--- config.mk ---
export PLATFORM = sky130hd
export DESIGN_NAME = clock_mode_ctrl_flat
export DESIGN_NICKNAME = d
export VERILOG_FILES = /design/src/rtl/clock_pkg.sv /design/src/rtl/clock_mode_ctrl_if.sv /design/src/rtl/clock_mode_ctrl_btn_event.sv /design/src/rtl/clock_mode_ctrl.sv /design/src/flat_wrapper.sv
export SDC_FILE = /design/constraint.sdc
export NUM_CORES = 1
export LEC_CHECK = 0
export CAP_MARGIN = 30
export CORE_MARGIN = 3
export CORE_UTILIZATION = 55
export CTS_BUF_LIST = sky130_fd_sc_hd__clkbuf_4 sky130_fd_sc_hd__clkbuf_8 sky130_fd_sc_hd__clkbuf_16
export CTS_CLUSTER_DIAMETER = 40
export DETAILED_ROUTE_END_ITERATION = 8
export PLACE_DENSITY = 0.79
export RECOVER_POWER = 100
export SYNTH_ARGS = -nofsm -noshare
export SYNTH_HDL_FRONTEND = slang
export SYNTH_SLANG_ARGS = --single-unit
--- constraint.sdc ---
create_clock -name clk -period 4.04 [get_ports clk]
set_input_delay 0.606 -clock clk [delete_from_list [all_inputs] [get_ports clk]]
set_output_delay 0.606 -clock clk [all_outputs]
set_load 0.05 [all_outputs]
--- src/rtl/clock_pkg.sv ---
// clock_pkg: encodings shared between the mode controller and the display mux.
//   mode_e - value driven on mode_state (which block owns the buttons)
//   menu_e - value driven on menu_sel (pending selection while in CLOCK)
// Helpers map a menu entry to its mode and advance the menu cyclically.
package clock_pkg;

  typedef enum logic [1:0] {
    MODE_CLOCK      = 2'd0,
    MODE_TIME_SET   = 2'd1,
    MODE_ALARM_SET  = 2'd2,
    MODE_STOP_WATCH = 2'd3
  } mode_e;

  typedef enum logic [1:0] {
    MENU_TIME_SET   = 2'd0,
    MENU_ALARM_SET  = 2'd1,
    MENU_STOP_WATCH = 2'd2
  } menu_e;

  // An unused encoding maps to CLOCK so a corrupted menu can never enable a block.
  function automatic mode_e menu_to_mode(input menu_e m);
    case (m)
      MENU_TIME_SET:   return MODE_TIME_SET;
      MENU_ALARM_SET:  return MODE_ALARM_SET;
      MENU_STOP_WATCH: return MODE_STOP_WATCH;
      default:         return MODE_CLOCK;
    endcase
  endfunction

  function automatic menu_e next_menu(input menu_e m);
    case (m)
      MENU_TIME_SET:  return MENU_ALARM_SET;
      MENU_ALARM_SET: return MENU_STOP_WATCH;
      default:        return MENU_TIME_SET;
    endcase
  endfunction

endpackage

--- src/rtl/clock_mode_ctrl_if.sv ---
// clock_mode_ctrl_if: button, tick, ack and mode-output bundle of the mode controller.
//   master - the environment side (drives tick, raw buttons and acks)
//   slave  - the controller side (drives mode_state, menu_sel, enables, pulses)
interface clock_mode_ctrl_if;
  logic       tick_1hz;
  logic       mode_btn_raw;
  logic       inc_btn_raw;
  logic       time_set_ack_flag;
  logic       alarm_set_ack_flag;
  logic       stop_watch_ack_flag;
  logic [1:0] mode_state;
  logic [1:0] menu_sel;
  logic       time_set_en;
  logic       alarm_set_en;
  logic       stop_watch_en;
  logic       mode_button;
  logic       inc_button;
  logic       abort_pulse;

  modport master (
    output tick_1hz, mode_btn_raw, inc_btn_raw,
    output time_set_ack_flag, alarm_set_ack_flag, stop_watch_ack_flag,
    input  mode_state, menu_sel, time_set_en, alarm_set_en, stop_watch_en,
    input  mode_button, inc_button, abort_pulse
  );

  modport slave (
    input  tick_1hz, mode_btn_raw, inc_btn_raw,
    input  time_set_ack_flag, alarm_set_ack_flag, stop_watch_ack_flag,
    output mode_state, menu_sel, time_set_en, alarm_set_en, stop_watch_en,
    output mode_button, inc_button, abort_pulse
  );
endinterface

--- src/rtl/clock_mode_ctrl_btn_event.sv ---
// btn_event: turns one synchronised, debounced button level into registered
// single-cycle events, each visible the cycle after the causing sample.
//   clk, rst  - system clock, synchronous active-high reset
//   btn       - button level
//   press_evt - rising edge
//   short_evt - release after fewer than HOLD_CYCLES held samples
//   long_evt  - once, on the sample where the hold count reaches HOLD_CYCLES
//   rep_evt   - every REPEAT_CYCLES while held past HOLD_CYCLES
// Build option: CLOCK_MODE_AUTOREPEAT_EN enables rep_evt; otherwise it is
// tied low and REPEAT_CYCLES has no effect. HOLD_CYCLES must be >= 2.
module btn_event #(
  parameter int HOLD_CYCLES   = 2000,
  parameter int REPEAT_CYCLES = 500
) (
  input  logic clk,
  input  logic rst,
  input  logic btn,
  output logic press_evt,
  output logic short_evt,
  output logic long_evt,
  output logic rep_evt
);
  localparam int HW = $clog2(HOLD_CYCLES + 1);
  localparam logic [HW-1:0] HOLD_MAX  = HW'(HOLD_CYCLES);
  localparam logic [HW-1:0] HOLD_LAST = HW'(HOLD_CYCLES - 1);

  logic          btn_q;
  logic [HW-1:0] hold_cnt;

  // hold_cnt is the number of consecutive high samples, saturating at HOLD_MAX,
  // so a release seen with hold_cnt == HOLD_MAX follows a long press and is silent.
  always_ff @(posedge clk) begin
    if (rst) begin
      btn_q     <= 1'b0;
      hold_cnt  <= '0;
      press_evt <= 1'b0;
      short_evt <= 1'b0;
      long_evt  <= 1'b0;
    end else begin
      btn_q     <= btn;
      press_evt <= btn & ~btn_q;
      short_evt <= ~btn & btn_q & (hold_cnt < HOLD_MAX);
      long_evt  <= btn & (hold_cnt == HOLD_LAST);
      if (!btn)
        hold_cnt <= '0;
      else if (hold_cnt != HOLD_MAX)
        hold_cnt <= hold_cnt + 1'b1;
    end
  end

`ifdef CLOCK_MODE_AUTOREPEAT_EN
  localparam int RW = $clog2(REPEAT_CYCLES + 1);
  localparam logic [RW-1:0] REP_LAST = RW'(REPEAT_CYCLES - 1);

  logic [RW-1:0] rep_cnt;

  always_ff @(posedge clk) begin
    if (rst) begin
      rep_cnt <= '0;
      rep_evt <= 1'b0;
    end else if (!btn || hold_cnt != HOLD_MAX) begin
      rep_cnt <= '0;
      rep_evt <= 1'b0;
    end else if (rep_cnt == REP_LAST) begin
      rep_cnt <= '0;
      rep_evt <= 1'b1;
    end else begin
      rep_cnt <= rep_cnt + 1'b1;
      rep_evt <= 1'b0;
    end
  end
`else
  localparam int unused_repeat_cycles = REPEAT_CYCLES;
  assign rep_evt = 1'b0;
`endif

endmodule

--- src/rtl/clock_mode_ctrl.sv ---
// clock_mode_ctrl: top-level mode controller of the digital clock.
// Cleans the mode/inc buttons into events, lets the user pick a block from a
// menu in CLOCK, enables that block, forwards button pulses only to it and
// returns to CLOCK on its ack, a long mode press (abort) or an idle timeout.
//   clk, rst - system clock, synchronous active-high reset
//   bus      - clock_mode_ctrl_if.slave: tick_1hz, raw buttons, ack flags in;
//              mode_state, menu_sel, enables, mode/inc pulses, abort_pulse out
// Build option: CLOCK_MODE_AUTOREPEAT_EN adds inc auto-repeat in TIME_SET and
// ALARM_SET.
//
// state           | meaning
// MODE_CLOCK      | time display; mode cycles menu_sel, inc enters the selection
// MODE_TIME_SET   | time-set block owns the buttons; idle timeout active
// MODE_ALARM_SET  | alarm-set block owns the buttons; idle timeout active
// MODE_STOP_WATCH | stop-watch block owns the buttons; never times out
module clock_mode_ctrl
  import clock_pkg::*;
#(
  parameter int HOLD_CYCLES   = 2000,
  parameter int IDLE_TIMEOUT  = 30,
  parameter int REPEAT_CYCLES = 500
) (
  input logic clk,
  input logic rst,
  clock_mode_ctrl_if.slave bus
);
  localparam bit IDLE_ON     = (IDLE_TIMEOUT > 0);
  localparam int IW          = IDLE_ON ? $clog2(IDLE_TIMEOUT + 1) : 1;
  localparam int IDLE_LAST_I = IDLE_ON ? IDLE_TIMEOUT - 1 : 0;
  localparam logic [IW-1:0] IDLE_LAST = IW'(IDLE_LAST_I);

  logic mode_press, mode_short, mode_long, mode_rep;
  logic inc_press, inc_short, inc_long, inc_rep;

  btn_event #(.HOLD_CYCLES(HOLD_CYCLES), .REPEAT_CYCLES(REPEAT_CYCLES)) u_mode_evt (
    .clk(clk), .rst(rst), .btn(bus.mode_btn_raw),
    .press_evt(mode_press), .short_evt(mode_short), .long_evt(mode_long), .rep_evt(mode_rep)
  );

  btn_event #(.HOLD_CYCLES(HOLD_CYCLES), .REPEAT_CYCLES(REPEAT_CYCLES)) u_inc_evt (
    .clk(clk), .rst(rst), .btn(bus.inc_btn_raw),
    .press_evt(inc_press), .short_evt(inc_short), .long_evt(inc_long), .rep_evt(inc_rep)
  );

  // Only the mode button's short/long and the inc button's press/repeat matter.
  logic unused_evt;
  assign unused_evt = &{1'b0, mode_press, mode_rep, inc_short, inc_long, inc_rep};

  mode_e         state;
  menu_e         menu;
  logic [IW-1:0] idle_cnt;
  logic          ts_en, as_en, sw_en;

  logic  own_ack, active, timed, inc_fwd, any_evt, idle_hit;
  mode_e target;

  always_comb begin
    own_ack = 1'b0;
    case (state)
      MODE_TIME_SET:   own_ack = bus.time_set_ack_flag;
      MODE_ALARM_SET:  own_ack = bus.alarm_set_ack_flag;
      MODE_STOP_WATCH: own_ack = bus.stop_watch_ack_flag;
      default:         own_ack = 1'b0;
    endcase
  end

  assign active = (state != MODE_CLOCK);
  assign timed  = (state == MODE_TIME_SET) || (state == MODE_ALARM_SET);
  assign target = menu_to_mode(menu);

`ifdef CLOCK_MODE_AUTOREPEAT_EN
  assign inc_fwd = inc_press | (inc_rep & timed);
`else
  assign inc_fwd = inc_press;
`endif

  assign any_evt  = mode_short | mode_long | inc_fwd;
  // A button event on the final tick restarts the idle window instead of exiting.
  assign idle_hit = IDLE_ON && timed && bus.tick_1hz && (idle_cnt == IDLE_LAST) && !any_evt;

  always_ff @(posedge clk) begin
    if (rst) begin
      state    <= MODE_CLOCK;
      menu     <= MENU_TIME_SET;
      idle_cnt <= '0;
      ts_en    <= 1'b0;
      as_en    <= 1'b0;
      sw_en    <= 1'b0;
    end else begin
      case (state)
        MODE_CLOCK: begin
          idle_cnt <= '0;
          if (inc_press) begin
            state <= target;
            ts_en <= (target == MODE_TIME_SET);
            as_en <= (target == MODE_ALARM_SET);
            sw_en <= (target == MODE_STOP_WATCH);
          end else if (mode_short) begin
            menu <= next_menu(menu);
          end
        end
        default: begin
          if (own_ack || mode_long || idle_hit) begin
            state    <= MODE_CLOCK;
            idle_cnt <= '0;
            ts_en    <= 1'b0;
            as_en    <= 1'b0;
            sw_en    <= 1'b0;
          end else if (any_evt) begin
            idle_cnt <= '0;
          end else if (IDLE_ON && timed && bus.tick_1hz) begin
            idle_cnt <= idle_cnt + 1'b1;
          end
        end
      endcase
    end
  end

  // Pulses are gated straight off the registered events so they appear in the
  // event's own cycle; an ack in that cycle wins and swallows the event.
  assign bus.mode_button = active & ~own_ack & mode_short;
  assign bus.inc_button  = active & ~own_ack & ~mode_long & inc_fwd;
  assign bus.abort_pulse = active & ~own_ack & mode_long;

  assign bus.mode_state    = state;
  assign bus.menu_sel      = menu;
  assign bus.time_set_en   = ts_en;
  assign bus.alarm_set_en  = as_en;
  assign bus.stop_watch_en = sw_en;

endmodule

--- src/flat_wrapper.sv ---
// flat-port wrapper written by rule: the top's interface ports become plain ports
module clock_mode_ctrl_flat import clock_pkg::*;
#(
  parameter int HOLD_CYCLES   = 2000,
  parameter int IDLE_TIMEOUT  = 30,
  parameter int REPEAT_CYCLES = 500
)
  (clk, rst, bus_tick_1hz, bus_mode_btn_raw, bus_inc_btn_raw, bus_time_set_ack_flag, bus_alarm_set_ack_flag, bus_stop_watch_ack_flag, bus_mode_state, bus_menu_sel, bus_time_set_en, bus_alarm_set_en, bus_stop_watch_en, bus_mode_button, bus_inc_button, bus_abort_pulse);
  clock_mode_ctrl_if bus_i ();
  input logic clk;
  input logic rst;
  input wire logic [$bits(bus_i.tick_1hz)-1:0] bus_tick_1hz;
  input wire logic [$bits(bus_i.mode_btn_raw)-1:0] bus_mode_btn_raw;
  input wire logic [$bits(bus_i.inc_btn_raw)-1:0] bus_inc_btn_raw;
  input wire logic [$bits(bus_i.time_set_ack_flag)-1:0] bus_time_set_ack_flag;
  input wire logic [$bits(bus_i.alarm_set_ack_flag)-1:0] bus_alarm_set_ack_flag;
  input wire logic [$bits(bus_i.stop_watch_ack_flag)-1:0] bus_stop_watch_ack_flag;
  output wire logic [$bits(bus_i.mode_state)-1:0] bus_mode_state;
  output wire logic [$bits(bus_i.menu_sel)-1:0] bus_menu_sel;
  output wire logic [$bits(bus_i.time_set_en)-1:0] bus_time_set_en;
  output wire logic [$bits(bus_i.alarm_set_en)-1:0] bus_alarm_set_en;
  output wire logic [$bits(bus_i.stop_watch_en)-1:0] bus_stop_watch_en;
  output wire logic [$bits(bus_i.mode_button)-1:0] bus_mode_button;
  output wire logic [$bits(bus_i.inc_button)-1:0] bus_inc_button;
  output wire logic [$bits(bus_i.abort_pulse)-1:0] bus_abort_pulse;
  assign bus_i.tick_1hz = bus_tick_1hz;
  assign bus_i.mode_btn_raw = bus_mode_btn_raw;
  assign bus_i.inc_btn_raw = bus_inc_btn_raw;
  assign bus_i.time_set_ack_flag = bus_time_set_ack_flag;
  assign bus_i.alarm_set_ack_flag = bus_alarm_set_ack_flag;
  assign bus_i.stop_watch_ack_flag = bus_stop_watch_ack_flag;
  assign bus_mode_state = bus_i.mode_state;
  assign bus_menu_sel = bus_i.menu_sel;
  assign bus_time_set_en = bus_i.time_set_en;
  assign bus_alarm_set_en = bus_i.alarm_set_en;
  assign bus_stop_watch_en = bus_i.stop_watch_en;
  assign bus_mode_button = bus_i.mode_button;
  assign bus_inc_button = bus_i.inc_button;
  assign bus_abort_pulse = bus_i.abort_pulse;
  clock_mode_ctrl #(.HOLD_CYCLES(HOLD_CYCLES), .IDLE_TIMEOUT(IDLE_TIMEOUT), .REPEAT_CYCLES(REPEAT_CYCLES)) u_core (.clk(clk), .rst(rst), .bus(bus_i));
endmodule
run_1/ff_map.png
Other sequential cells in the stronger grey, the rest of the logic in the fainter grey.
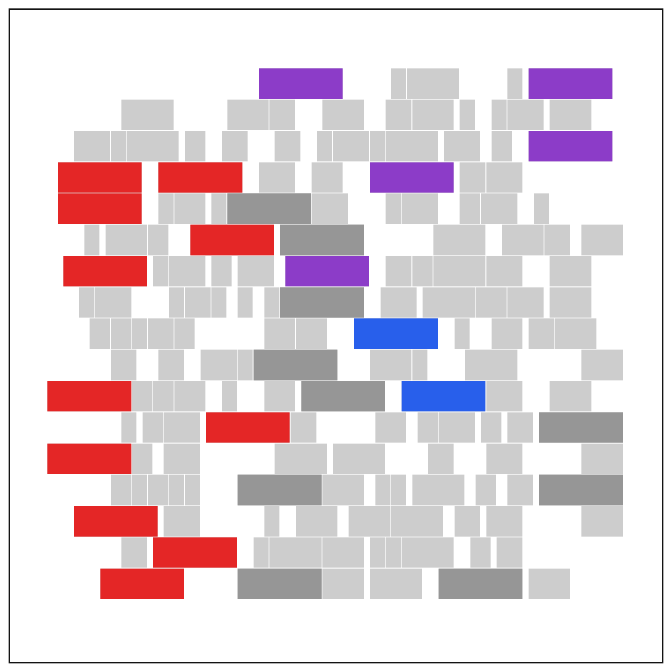
Key: purple = u_core.idle_cnt [flops 5]; red = u_core.u_mode_evt.hold_cnt [flops 11]; blue = u_core.bus.mode_state [flops 2]
Another 10 sequential cells are not coloured.

run_1/pinout.png
Pins as bars across the die edge, other pins in grey.
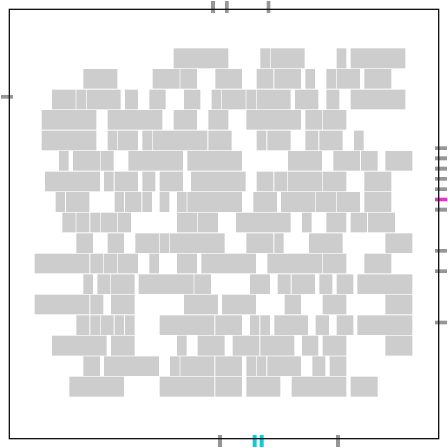
Key: cyan = bus_menu_sel [pins 2, direction output, edge south]; magenta = bus_inc_button [pins 1, direction output, edge east]

run_1/layers.png
Bar = 20 µm.
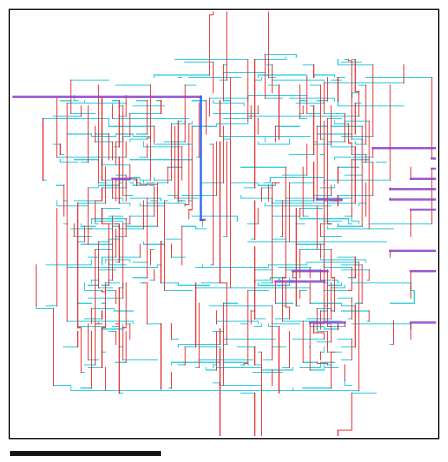
Key: red = M2 [wire length 1300 µm]; blue = M4 [wire length 16.3 µm]; purple = M3 [wire length 86.0 µm]; cyan = M1 [wire length 1180 µm]

==> results.py, run 1 <==
# Generated from Yosys and OpenROAD reports
metrics = {
    "power": {
        "netSwitchingPower_mw": 0.111,
        "leakagePower_nw": 0.608,
        "p_seq_mw": 0.287,
        "pwr_density_cell_nw_per_um2": 280,
        "power_leader": "registers",
    },
    "worst_setup_path": {
        "r2r-end": "u_core.bus.alarm_set_en",
        "worst-path-stages": 5,
        "critPathMaxStageDelay_ns": 0.86,
        "crit_arrival_ns": 2.62,
        "cp_data_required_time_ns": 3.43,
        "critPathCapture": "bus_inc_button",
        "rrSetupSlack_ns": 1.86,
    },
    "logic_synthesis": {
        "top_cell_area_share_pct": 39.6,
        "yosys_warnings": 0,
        "synth-seq-cells": 28,
        "yosysTopAreaCell": "dfxtp_1",
        "netlist_instances": 152,
        "synth_area_um2": 1420,
        "yosysMostFrequentCell": "dfxtp_1",
    },
    "timing": {
        "slew_headroom_pct": 55.9,
        "drv_slew": 0,
        "post-route-min-period_ns": 3.22,
        "fin_crit_sh_pct": 79.7,
    },
    "min_path": {
        "hold_path_class": "flop to flop",
    },
    "finish": {
        "register_area_um2": 561,
        "synthToLayoutAreaGrowth_pct": 13.1,
        "final_layout_size_suffix_gt1_share_pct": 1.80,
        "comb_share_pct": 48.9,
        "biggestRegsByFlops": "u_core.u_mode_evt.hold_cnt x11, u_core.idle_cnt x5",
    },
    "run_status": {
        "outcome": "finished clean",
    },
    "global_routing": {
        "antenna_found_initial": 0,
        "grt_pass1_vias": 1100,
    },
    "clock_tree": {
        "clk_pin_slew_worst_paths_ns": 0.14,
    },
    "floorplan": {
        "num_tap_cells": 28,
    },
    "job": {
        "warnings": 37,
    },
}
## run 1: kinds of logic (layout without fill, tap and decap cells)
logic type | after synthesis | after routing | share of synthesized area (%)
simple gates | 61 | 61 | 22.8
buf+inv | 13 | 28 | 3.45
xor+xnor | 10 | 10 | 6.19
compound gates | 21 | 21 | 11.8
flops | 28 | 28 | 39.6
mux | 4 | 4 | 2.83
fa+ha+maj | 15 | 15 | 13.3
## run 1: per-stage QoR
stage	hold slack, ns	power [mW]	instances	area [µm²]
floorplan	0.367	0.331	152	1420
global route	0.411	0.470	195	1600
detailed placement	0.387	0.350	192	1600
finish	0.399	0.448	195	1600
global placement	0.380	0.348	192	1600
CTS	0.406	0.455	195	1620
## run 1: metal layers
metal	share of wire, %	GRT usage [%]
met5	0	0
met4	0.62	4.41
met3	3.3	2.30
met2	50	32.5
met1	46	19.6
run_1/clock_wires.png
Bar = 20 µm.
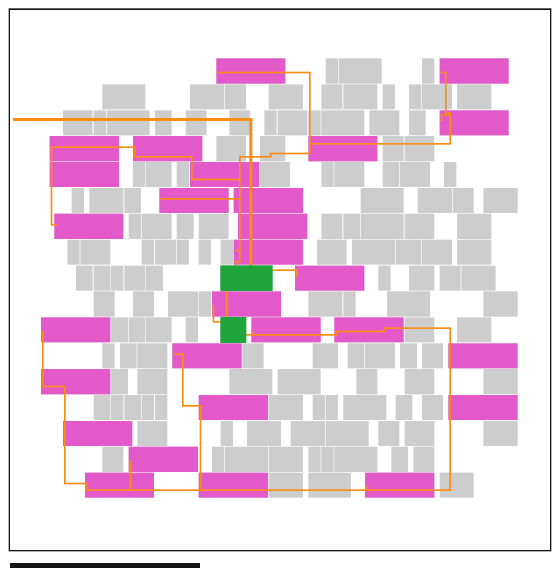

==> run 2: changes to the inputs <==
Settings changed: CORE_UTILIZATION 55 to 54, PLACE_DENSITY 0.79 to 0.78.
Clock period 4.04 ns to 3.3 ns, I/O delays scaled along.
run_2/clock_wires.png
Bar = 20 µm.
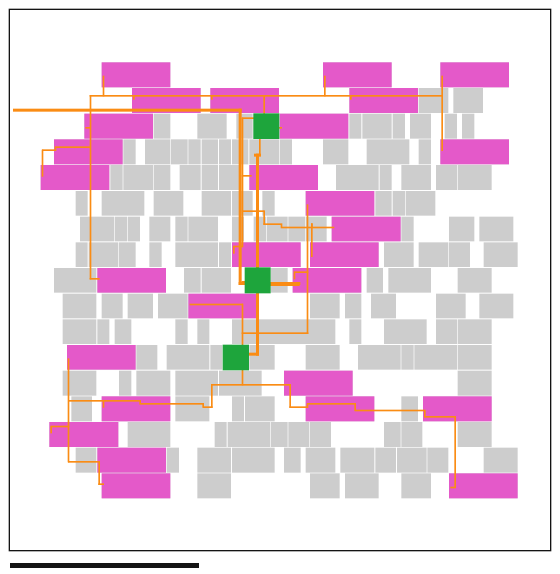
Key: green = clock-net drivers [count 3]; orange = clock wires [length 307 µm]; magenta = flip-flops [count 28]
Position of the flops: spread over the die. There are 4 routed clock nets.

==> run 2 against run 1 <==
Clock-buffer cell count is the same. Sequential power grew 23%. Register-to-register slack lost 0.72 ns. Final cell count grew 0.51%. Sequential share of layout area shrank 0.65 points. Largest power group unchanged.
==> results.py, run 2 <==
# Generated from Yosys and OpenROAD reports
metrics = {
    "run_status": {
        "outcome": "finished clean",
    },
    "power": {
        "leakagePower_nw": 0.618,
        "power_leader": "registers",
        "power.total_mw": 0.641,
        "p_seq_mw": 0.352,
        "netSwitchingPower_mw": 0.147,
    },
    "drt": {
        "dr_wl_met3_um": 132,
        "wl_met2_um": 1220,
        "top_layer": "met4",
        "detail_route.wirelength.met1_um": 1200,
    },
    "logic_synthesis": {
        "yosysMostFrequentCell": "dfxtp_1",
        "synth-seq-cells": 28,
        "top_cell_area_share_pct": 39.6,
        "synth_area_um2": 1420,
        "netlist_instances": 152,
        "yosys_warnings": 0,
        "yosysTopAreaCell": "dfxtp_1",
    },
    "min_path": {
        "hold_path_class": "flop to flop",
    },
    "place": {
        "placed_area_um2": 1600,
        "dp_cells": 192,
    },
    "timing": {
        "hold-worst-slack_ns": 0.396,
        "drv_slew": 0,
        "fin_crit_sh_pct": 93.7,
        "post-route-min-period_ns": 3.09,
        "slew_headroom_pct": 56.5,
    },
    "global_routing": {
        "gr-usage-met3_pct": 2.49,
        "grt_use_met2_pct": 31.0,
        "top_usage_layer": "met2",
        "grt_pass1_vias": 1079,
        "antenna_found_initial": 0,
    },
    "finish": {
        "fin_cells": 196,
        "final_layout_size_suffix_gt1_share_pct": 2.38,
        "final_area_um2": 1630,
    },
    "worst_setup_path": {
        "r2r-end": "u_core.bus.stop_watch_en",
        "crit_arrival_ns": 2.60,
        "cp_data_required_time_ns": 2.80,
        "worst-path-stages": 6,
        "critPathCapture": "bus_abort_pulse",
    },
    "job": {
        "warnings": 37,
    },
}
## run 2: cells by family (layout without fill, tap and decap cells)
logic type,Yosys count,count (layout),synth area share (%)
muxes,4,4,2.83
buffers and inverters,13,29,3.45
DFF,28,28,39.6
AOI/OAI and AO/OA,21,21,11.8
and+or+nand+nor,61,61,22.8
xor gates and xnor gates,10,10,6.19
adders and majority gates,15,15,13.3
## run 2: area by class of cell
| class | count | area [µm²] |
|---|---|---|
| Clock buffer | 3 | 22.5 |
| Clock inverter | 1 | 30.0 |
| Fill cell | 191 | 709 |
| Inverter | 8 | 30.0 |
| Multi-Input combinational cell | 111 | 782 |
| Sequential cell | 28 | 561 |
| Tap cell | 28 | 35.0 |
| Timing Repair Buffer | 17 | 170 |
run_2/layers.png
Bar = 20 µm.
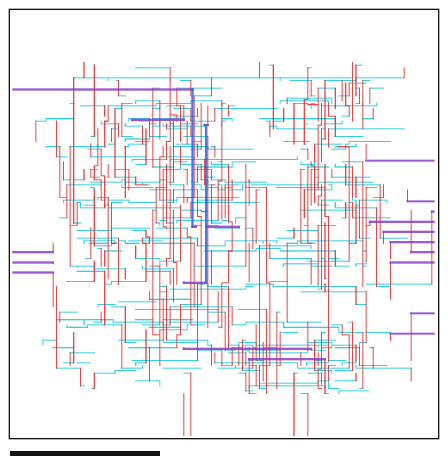

==> run 3: changes to the inputs <==
Settings changed: ABC_AREA from default to 1, PLACE_DENSITY 0.78 to 0.86.
run_3/layers.png
Bar = 20 µm.
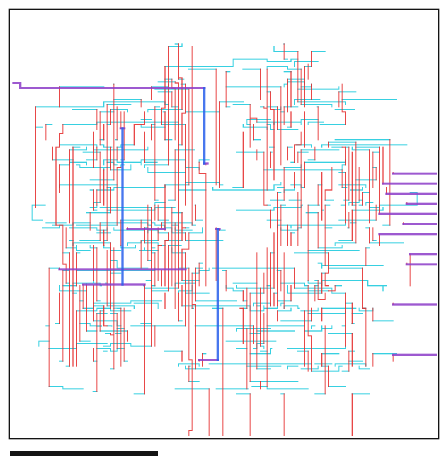
Key: blue = M4 [wire length 49.0 µm]; purple = M3 [wire length 122 µm]; cyan = M1 [wire length 1100 µm]; red = M2 [wire length 1370 µm]

==> run 3 against run 2 <==
Synthesized cell count up 22%. Sequential share of layout area shrank 0.77 points. Non-clock buffer count is the same. Flip-flop count stayed put. Clock skew rose by 0.0033 ns. Critical path type unchanged. Largest cell class unchanged.
==> results.py, run 3 <==
# Generated from Yosys and OpenROAD reports
metrics = {
    "finish": {
        "seq_share_pct": 33.6,
        "nonClockInverterCount": 30,
        "final_layout_size_suffix_gt1_share_pct": 10.2,
        "bufAreaShareNonClock_pct": 10.2,
        "seq_cell_count": 28,
        "comb_share_pct": 45.0,
        "clkCellAreaFrac_pct": 2.18,
        "comb_area_um2": 751,
        "final_area_um2": 1670,
        "buffers": 17,
    },
    "logic_synthesis": {
        "logic_family": "simple AND/OR/NAND/NOR gates",
        "netlist_instances": 186,
        "top_cell_area_share_pct": 38.7,
        "synth_area_um2": 1450,
        "xor_area_share_pct": 2.42,
        "synth-seq-cells": 28,
        "yosys_warnings": 0,
        "yosys.area_share.aoi_pct": 10.5,
    },
    "place": {
        "dp_cells": 232,
        "placed_area_um2": 1650,
    },
    "timing": {
        "post-route-min-period_ns": 2.94,
        "drv_slew": 0,
        "hold-worst-slack_ns": 0.410,
    },
    "drt": {
        "detail_route.wirelength.met1_um": 1100,
        "wl_met2_um": 1370,
        "top_layer": "met4",
    },
    "run_status": {
        "outcome": "finished clean",
    },
    "job": {
        "warnings": 37,
    },
    "global_routing": {
        "grt_pass1_vias": 1134,
    },
    "power": {
        "leakagePower_nw": 0.675,
    },
    "worst_setup_path": {
        "r2r-end": "u_core.bus.mode_state[0]",
        "cp_data_required_time_ns": 2.80,
        "crit_arrival_ns": 2.45,
    },
}
[run 3: how the worst max path moves through the flow]
stage	end	slack, ns	cells past startpoint
finish	bus_inc_button	0.36	8
global route	bus_inc_button	0.24	8
global placement	bus_inc_button	0.68	7
detailed placement	bus_inc_button	0.57	7
floorplan	bus_inc_button	0.44	7
CTS	bus_inc_button	0.39	8
[run 3: report_power, final]
part           switching, mW  leakage, nW  total (mW)  internal, mW
clock                 0.0945       0.0210       0.162        0.0674
combinational         0.0374        0.427      0.0601        0.0227
sequential           0.00513        0.227       0.350         0.345
[run 3: logic make-up after synthesis]
| group | Yosys count |
|---|---|
| and+or+nand+nor | 79 |
| buffers and inverters | 31 |
| adders and majority gates | 15 |
| AOI/OAI and AO/OA | 29 |
| xor gates and xnor gates | 4 |
| DFF | 28 |
Power is estimated from default activity; no workload was simulated.
